run_1/wires.png
The bar under the picture is 20 um long.
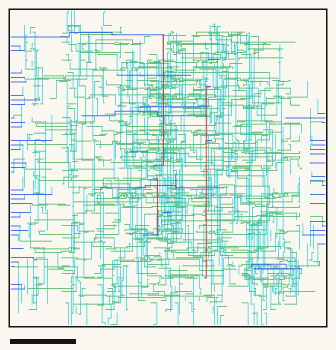
run_1/flops_by_reg.png
The bar under the picture is 20 um long. Other sequential cells in the stronger grey, the rest of the logic in the fainter grey.
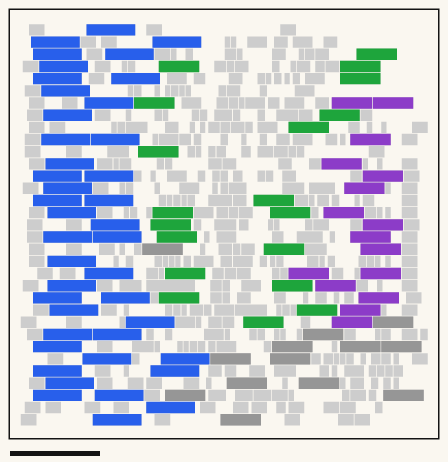
run_1/logic_types.png
The bar under the picture is 20 um long.
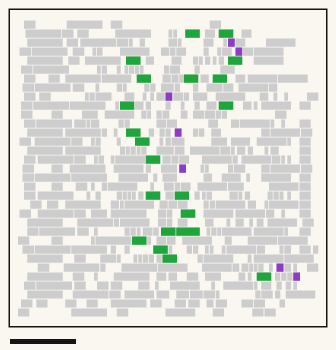
==> src/rtl/music_pkg.sv <==
// music_pkg: shared sample limits, saturation helper and mixer FSM encodings.
package music_pkg;
    localparam int SAMPLE_W = 16;
    localparam logic [15:0] SAMPLE_MAX = 16'h7FFF;
    localparam logic [15:0] SAMPLE_MIN = 16'h8000;
    localparam logic [1:0] IDLE = 2'd0;
    localparam logic [1:0] ACCUM = 2'd1;
    localparam logic [1:0] OUT = 2'd2;
    localparam logic [1:0] ECHO = 2'd3;
    function automatic logic [15:0] sat16(input logic signed [31:0] v);
        return v > 32'sd32767 ? SAMPLE_MAX : v < -32'sd32768 ? SAMPLE_MIN : v[15:0];
    endfunction
endpackage

==> src/rtl/echo_delay_line.sv <==
// echo_delay_line: circular sample delay with a fill counter that flags when the line is full.
module echo_delay_line #(
    parameter int DEPTH = 64
) (
    input  logic        clk,
    input  logic        reset,
    input  logic        wr_en,
    input  logic [15:0] din,
    output logic [15:0] dout,
    output logic        primed
);
    localparam int AW = DEPTH > 1 ? $clog2(DEPTH) : 1;
    logic [15:0] mem [DEPTH];
    logic [AW-1:0] ptr;
    logic [AW:0] fill;
    always_ff @(posedge clk)
        if (wr_en) mem[ptr] <= din;
    always_ff @(posedge clk or posedge reset)
        if (reset) begin
            ptr <= '0;
            fill <= '0;
        end else if (wr_en) begin
            ptr <= ptr + 1'b1;
            fill <= primed ? fill : fill + 1'b1;
        end
    // the slot about to be overwritten holds the sample written DEPTH mixes ago
    assign dout = mem[ptr];
    assign primed = fill == (AW + 1)'(DEPTH);
endmodule

==> src/rtl/voice_mixer.sv <==
// voice_mixer: sequential N-voice scale/sum/saturate mixer with beat tremolo mute.
// Optional echo stage enabled by defining VOICE_MIXER_ECHO_EN.
module voice_mixer
    import music_pkg::*;
#(
    parameter int NUM_VOICES = 3,
    parameter int SHIFT = 2,
    parameter int ECHO_DEPTH = 64
) (
    input  logic                         clk,
    input  logic                         reset,
    input  logic [16*NUM_VOICES-1:0]     samples_in,
    input  logic [NUM_VOICES-1:0]        voice_enable,
    input  logic                         latch_in,
    input  logic                         beat,
    input  logic [3:0]                   trem_period,
    output logic [15:0]                  mix_sample,
    output logic                         mix_valid,
    output logic                         overrun,
    output logic                         busy
);
    localparam int ACC_W = SAMPLE_W + $clog2(NUM_VOICES) + 1;
    localparam int IDX_W = NUM_VOICES > 1 ? $clog2(NUM_VOICES) : 1;
    if (NUM_VOICES < 1 || NUM_VOICES > 8 || SHIFT < 0 || SHIFT > 7 ||
        ECHO_DEPTH < 1 || (ECHO_DEPTH & (ECHO_DEPTH - 1)) != 0)
        $error("voice_mixer: parameter out of range");
    logic [1:0] state;
    logic signed [SAMPLE_W-1:0] snap [NUM_VOICES];
    logic [NUM_VOICES-1:0] en;
    logic [IDX_W-1:0] idx;
    logic signed [ACC_W-1:0] acc, acc_nxt;
    logic signed [SAMPLE_W-1:0] term;
    logic [3:0] cnt;
    logic mute, last;
    always_comb begin
        term = en[idx] ? (snap[idx] >>> SHIFT) : 16'sd0;
        acc_nxt = acc + ACC_W'(term);
        last = idx == IDX_W'(NUM_VOICES - 1);
    end
    assign busy = state != IDLE;
    assign overrun = latch_in && busy;
    always_ff @(posedge clk)
        if (state == IDLE && latch_in)
            for (int v = 0; v < NUM_VOICES; v++) snap[v] <= samples_in[16*v +: 16];
`ifdef VOICE_MIXER_ECHO_EN
    logic signed [15:0] dry, delayed;
    logic [15:0] line_dout;
    logic primed;
    echo_delay_line #(.DEPTH(ECHO_DEPTH)) u_line (
        .clk(clk),
        .reset(reset),
        .wr_en(state == OUT),
        .din(dry),
        .dout(line_dout),
        .primed(primed)
    );
    assign delayed = primed ? line_dout : 16'h0000;
`endif
    // the saturated result is registered on the last ACCUM edge so mix_valid lands in OUT
    always_ff @(posedge clk or posedge reset)
        if (reset) begin
            state <= IDLE;
            idx <= '0;
            acc <= '0;
            en <= '0;
            mix_sample <= '0;
            mix_valid <= 1'b0;
`ifdef VOICE_MIXER_ECHO_EN
            dry <= '0;
`endif
        end else begin
            mix_valid <= 1'b0;
            case (state)
                IDLE:
                    if (latch_in) begin
                        en <= voice_enable;
                        acc <= '0;
                        idx <= '0;
                        state <= ACCUM;
                    end
                ACCUM: begin
                    acc <= acc_nxt;
                    idx <= idx + 1'b1;
                    if (last) begin
                        state <= OUT;
`ifdef VOICE_MIXER_ECHO_EN
                        dry <= sat16(32'(acc_nxt));
`else
                        mix_sample <= mute ? 16'h0000 : sat16(32'(acc_nxt));
                        mix_valid <= 1'b1;
`endif
                    end
                end
`ifdef VOICE_MIXER_ECHO_EN
                OUT: begin
                    mix_sample <= mute ? 16'h0000 : sat16(32'(dry) + 32'(delayed >>> 1));
                    mix_valid <= 1'b1;
                    state <= ECHO;
                end
`endif
                default: state <= IDLE;
            endcase
        end
    always_ff @(posedge clk or posedge reset)
        if (reset) begin
            cnt <= '0;
            mute <= 1'b0;
        end else if (beat) begin
            cnt <= trem_period == 4'd0 ? 4'd0 : cnt == 4'd0 ? trem_period : cnt - 4'd1;
            mute <= trem_period != 4'd0 && cnt == 4'd0;
        end
endmodule

==> config.mk <==
export PLATFORM = sky130hd
export DESIGN_NAME = voice_mixer
export DESIGN_NICKNAME = d
export VERILOG_FILES = /design/src/rtl/music_pkg.sv /design/src/rtl/echo_delay_line.sv /design/src/rtl/voice_mixer.sv
export SDC_FILE = /design/constraint.sdc
export NUM_CORES = 1
export LEC_CHECK = 0
export CORE_MARGIN = 2
export CORE_UTILIZATION = 53
export DETAILED_ROUTE_END_ITERATION = 8
export PLACE_DENSITY_LB_ADDON = 0.08
export SKIP_CTS_REPAIR_TIMING = 1
export SKIP_LAST_GASP = 1
export SLEW_MARGIN = 20
export SYNTH_ARGS = -nofsm -noshare
export SYNTH_HDL_FRONTEND = slang
export SYNTH_HIERARCHICAL = 1
export SYNTH_SLANG_ARGS = --single-unit
==> constraint.sdc <==
create_clock -name clk -period 4.9 [get_ports clk]
set_input_delay 0.98 -clock clk [delete_from_list [all_inputs] [get_ports clk]]
set_output_delay 0.98 -clock clk [all_outputs]
set_load 0.005 [all_outputs]
==> impl_metrics.csv, run 1 <==
group,metric,value,unit
status,status,"complete, no violations",
place,pre_cts_ws,0.823,ns
final_layout,comb_share,0.341,
die,fp_util,0.544,
global_route,grt_pass1_vias,3010,
final_timing,worst_pin_slew,0.968,ns
die,chipWidth,95.6,um
yosys,ys.flops,90,
worst_setup_path,r2r-start,"idx[0]$_DFFE_PP0P_",
yosys,area_leaders,"edfxtp_1 (28%), dfrtp_1 (27%), ha_1 (5.6%)",
place,port_buffers,71,
final_timing,fin_worst_skew,0.00753,ns
place,hpwl,6360,um
worst_setup_path,crit_path_frequent_cell,"a211oi_2",
pwr,p_total,3.63,mW
yosys,most_common_cell,"dfrtp_1",
pwr,p_clk,0.502,mW
final_layout,comb_area,1840,sq um
yosys,muxShareOfSynthArea,0.0436,
pwr,p_leak,2.19,nW
global_route,top_usage_layer,"met2",
final_layout,buffers,74,
pwr,p_clk_frac,0.138,
clocking,clock-sinks,90,
pwr,power_density,669,nW/um^2
final_timing,final_hold_viol_count,0,
worst_setup_path,critPathKind,"reg -> reg",
die,die_h,95.6,um
worst_setup_path,crit_path_max_fanout,14,
global_route,grt_use_total,0.203,
final_layout,area_growth,21.8,%
pwr,power.internal,2.10,mW
yosys,adder_share,0.0608,
yosys,synth_warnings,6,
detailed_routing,routed-wl-met3,426,um
final_timing,fmax,0.247,GHz
yosys,yosys_cells,401,
pwr,power.group.top,"combinational logic",
final_timing,hold_slack,0.497,ns
final_layout,num-multi-input-gates,279,
pwr,switchingPower,1.53,mW
job,log.warning_count,32,
worst_setup_path,endpoint_kind,"register",
final_layout,mostFrequentLayoutCell,"clkdlybuf4s50_1",
yosys,netlist_instances,401,
place,placedCellCount,561,
global_route,grt.overflow.total,0,
yosys,logic_family,"AND-OR/OR-AND gates",
worst_setup_path,critPathCapture,"mix_sample[2]$_DFFE_PP0P_",
final_timing,fin_crit_sh,0.825,
yosys,floorplan.nets,481,
global_route,antenna_found_initial,0,
detailed_routing,wl,8670,um
clocking,numCtsBuffers,9,
final_layout,largest_register,"snap",
global_route,grt_use_met2,0.331,
job,max-cap-violations,0,
clocking,clock_latency,0.36,ns
global_route,grt_max_degree,49,
final_timing,setup_slack,0.858,ns
worst_setup_path,critPathTopFamily,"AND-OR/OR-AND gates",
clocking,cts_tree,"yes",
final_layout,final_area,5420,sq um
detailed_routing,viasPerCell,5.52,
global_route,grt_use_met3,0.0474,
pwr,comb-power,1.92,mW
yosys,yosysUniqueCellTypes,51,
worst_setup_path,crit_required,5.13,ns
detailed_routing,ant_nets,0,
detailed_routing,met1_length,3990,um
final_timing,slew_headroom,0.346,
place,placed_cell_area,5220,sq um
detailed_routing,routed.top_layer,"met4",
-- wires.png (at the start) --
Blue is metal 3, wire length 426 um. Cyan is metal 2, wire length 4,140 um. Green is metal 1, wire length 3,990 um. Red is metal 4, wire length 114 um.

-- flops_by_reg.png (at the start) --
Purple is `mix_sample`, placed flops 16, where east. Green is `acc`, placed flops 19. Blue is `snap`, placed flops 42, where a vertical strip on the left.
Another 13 sequential cells are not coloured.
sequential cell area: 2460 sq um
flop share of the area: 0.455
Seq power: 1.21 mW
final core area utilization: 0.662

-- logic_types.png (at the start) --
Purple is AND and OR gates, cells 7, most used and3_1. Green is adder and majority cells, cells 21, most used ha_1.

==> run 2: changes to the inputs <==
--- a/config.mk
+++ b/config.mk
@@ -6,7 +6,7 @@
 export NUM_CORES = 1
 export LEC_CHECK = 0
 export CORE_MARGIN = 2
-export CORE_UTILIZATION = 53
+export CORE_UTILIZATION = 48
 export DETAILED_ROUTE_END_ITERATION = 8
 export PLACE_DENSITY_LB_ADDON = 0.08
 export SKIP_CTS_REPAIR_TIMING = 1
==> constraint.sdc (replaced) <==
create_clock -name clk -period 3.6 [get_ports clk]
set_input_delay 0.72 -clock clk [delete_from_list [all_inputs] [get_ports clk]]
set_output_delay 0.72 -clock clk [all_outputs]
set_load 0.005 [all_outputs]
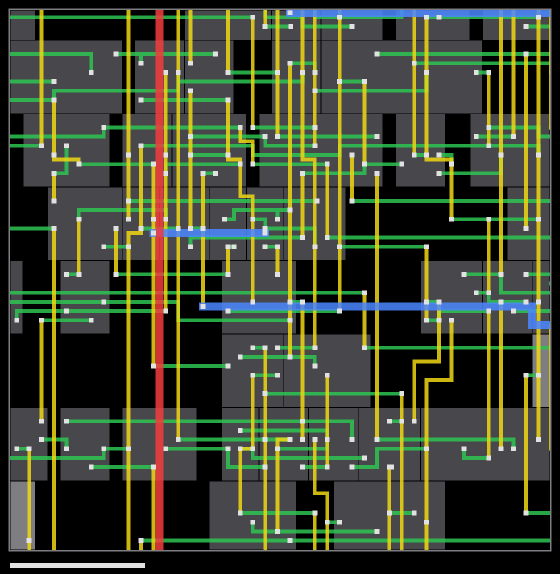
run_2/detail.png
The bar under the picture is 5 um long. Region (40, 60) to (60, 80) um. Cells in grey, sequential cells in the stronger grey; small squares are vias.
Blue is metal 3. Yellow is metal 2. Red is metal 4. Green is metal 1.
32 logic cells have their middle in the window. Sequential cells in the window: 0. Most frequent: a21oi_1 (4), nand3_1 (4).

==> impl_metrics.csv, run 2 <==
group,metric,value,unit
pwr,pg_seq,1.63,mW
die,fp_util,0.488,
yosys,muxShareOfSynthArea,0.0436,
final_timing,fin_crit_sh,0.950,
detailed_routing,met1_length,4170,um
status,status,"complete, no violations",
die,chipWidth,100,um
global_route,grt.overflow.total,0,
yosys,synth_warnings,6,
place,pre_cts_ws,0.0770,ns
pwr,p_clk_frac,0.118,
yosys,yosys_cells,401,
place,port_buffers,71,
job,log.warning_count,32,
worst_setup_path,crit_path_max_fanout,12,
global_route,grt_use_met3,0.0425,
die,die_h,100,um
worst_setup_path,endpoint_kind,"register",
final_layout,final_area,5600,sq um
place,placed_cell_area,5320,sq um
detailed_routing,routed.top_layer,"met4",
pwr,p_clk,0.608,mW
detailed_routing,viasPerCell,5.39,
final_layout,largest_register,"snap",
place,placedCellCount,579,
final_timing,setup_slack,0.179,ns
pwr,comb-power,2.91,mW
final_timing,final_hold_viol_count,0,
worst_setup_path,r2r-start,"idx[0]$_DFFE_PP0P_",
final_layout,seqCellArea,2460,sq um
final_layout,comb_area,1910,sq um
clocking,numCtsBuffers,9,
global_route,top_usage_layer,"met2",
yosys,area_leaders,"edfxtp_1 (28%), dfrtp_1 (27%), ha_1 (5.6%)",
yosys,most_common_cell,"dfrtp_1",
clocking,cts_tree,"yes",
clocking,clock_latency,0.36,ns
global_route,grt_max_degree,49,
final_layout,fin_util,0.615,
job,max-cap-violations,0,
pwr,p_total,5.15,mW
yosys,adder_share,0.0608,
final_timing,slew_headroom,0.341,
detailed_routing,ant_nets,0,
final_layout,seq_share,0.440,
yosys,yosysUniqueCellTypes,51,
yosys,logic_family,"AND-OR/OR-AND gates",
yosys,ys.flops,90,
global_route,grt_use_met2,0.293,
final_timing,worst_pin_slew,0.987,ns
global_route,grt_use_total,0.185,
final_timing,fmax,0.292,GHz
final_layout,area_growth,26.0,%
final_layout,num-multi-input-gates,279,
==> run 3: changes to the inputs <==
--- a/config.mk
+++ b/config.mk
@@ -9,8 +9,8 @@
 export CORE_UTILIZATION = 48
 export DETAILED_ROUTE_END_ITERATION = 8
 export PLACE_DENSITY_LB_ADDON = 0.08
+export SETUP_SLACK_MARGIN = 0.02
 export SKIP_CTS_REPAIR_TIMING = 1
-export SKIP_LAST_GASP = 1
 export SLEW_MARGIN = 20
 export SYNTH_ARGS = -nofsm -noshare
 export SYNTH_HDL_FRONTEND = slang
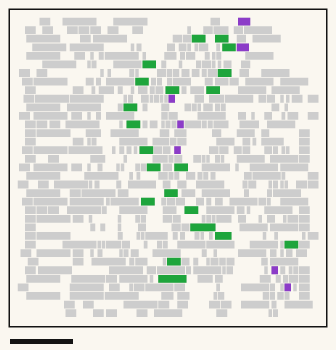
run_3/logic_types.png
The bar under the picture is 20 um long.
Green is adder and majority cells, cells 21, most used ha_1. Purple is AND and OR gates, cells 7.
Finished Layout Cells: 598
dominant logic cell type in the layout: clkdlybuf4s50_1
Comb area share: 0.341

==> impl_metrics.csv, run 3 <==
group,metric,value,unit
status,status,"complete, no violations",
final_timing,hold_slack,0.488,ns
yosys,adder_share,0.0608,
global_route,grt_use_total,0.185,
yosys,logic_family,"AND-OR/OR-AND gates",
final_timing,slew_headroom,0.342,
place,port_buffers,71,
clocking,clock-sinks,90,
worst_setup_path,critPathKind,"reg -> reg",
final_layout,seq_share,0.440,
clocking,numCtsBuffers,9,
final_timing,fin_crit_sh,0.951,
die,die_h,100,um
final_timing,worst_pin_slew,0.985,ns
clocking,clock_latency,0.36,ns
pwr,pg_seq,1.63,mW
global_route,grt_max_degree,49,
global_route,antenna_found_initial,0,
pwr,power.internal,3.00,mW
final_layout,seqCellArea,2460,sq um
detailed_routing,ant_nets,0,
global_route,grt_use_met3,0.0425,
final_layout,fin_util,0.615,
global_route,top_usage_layer,"met2",
final_timing,setup_slack,0.176,ns
pwr,comb-power,2.91,mW
detailed_routing,routed-wl-met3,387,um
yosys,most_common_cell,"dfrtp_1",
worst_setup_path,r2r-start,"idx[0]$_DFFE_PP0P_",
yosys,yosys_cells,401,
detailed_routing,routed.top_layer,"met4",
pwr,power.group.top,"combinational logic",
place,hpwl,6440,um
detailed_routing,met1_length,4180,um
yosys,muxShareOfSynthArea,0.0436,
yosys,area_leaders,"edfxtp_1 (28%), dfrtp_1 (27%), ha_1 (5.6%)",
pwr,p_leak,2.27,nW
yosys,ys.flops,90,
pwr,p_clk,0.608,mW
final_timing,final_hold_viol_count,0,
worst_setup_path,crit_path_frequent_cell,"buf_4",
worst_setup_path,endpoint_kind,"register",
global_route,grt_pass1_vias,3127,
final_layout,area_growth,26.0,%
detailed_routing,viasPerCell,5.44,
final_layout,largest_register,"snap",
pwr,power_density,919,nW/um^2
pwr,p_total,5.15,mW
yosys,floorplan.nets,481,
final_layout,num-multi-input-gates,279,
No activity file was given, so power comes from the tool's default toggle rates.
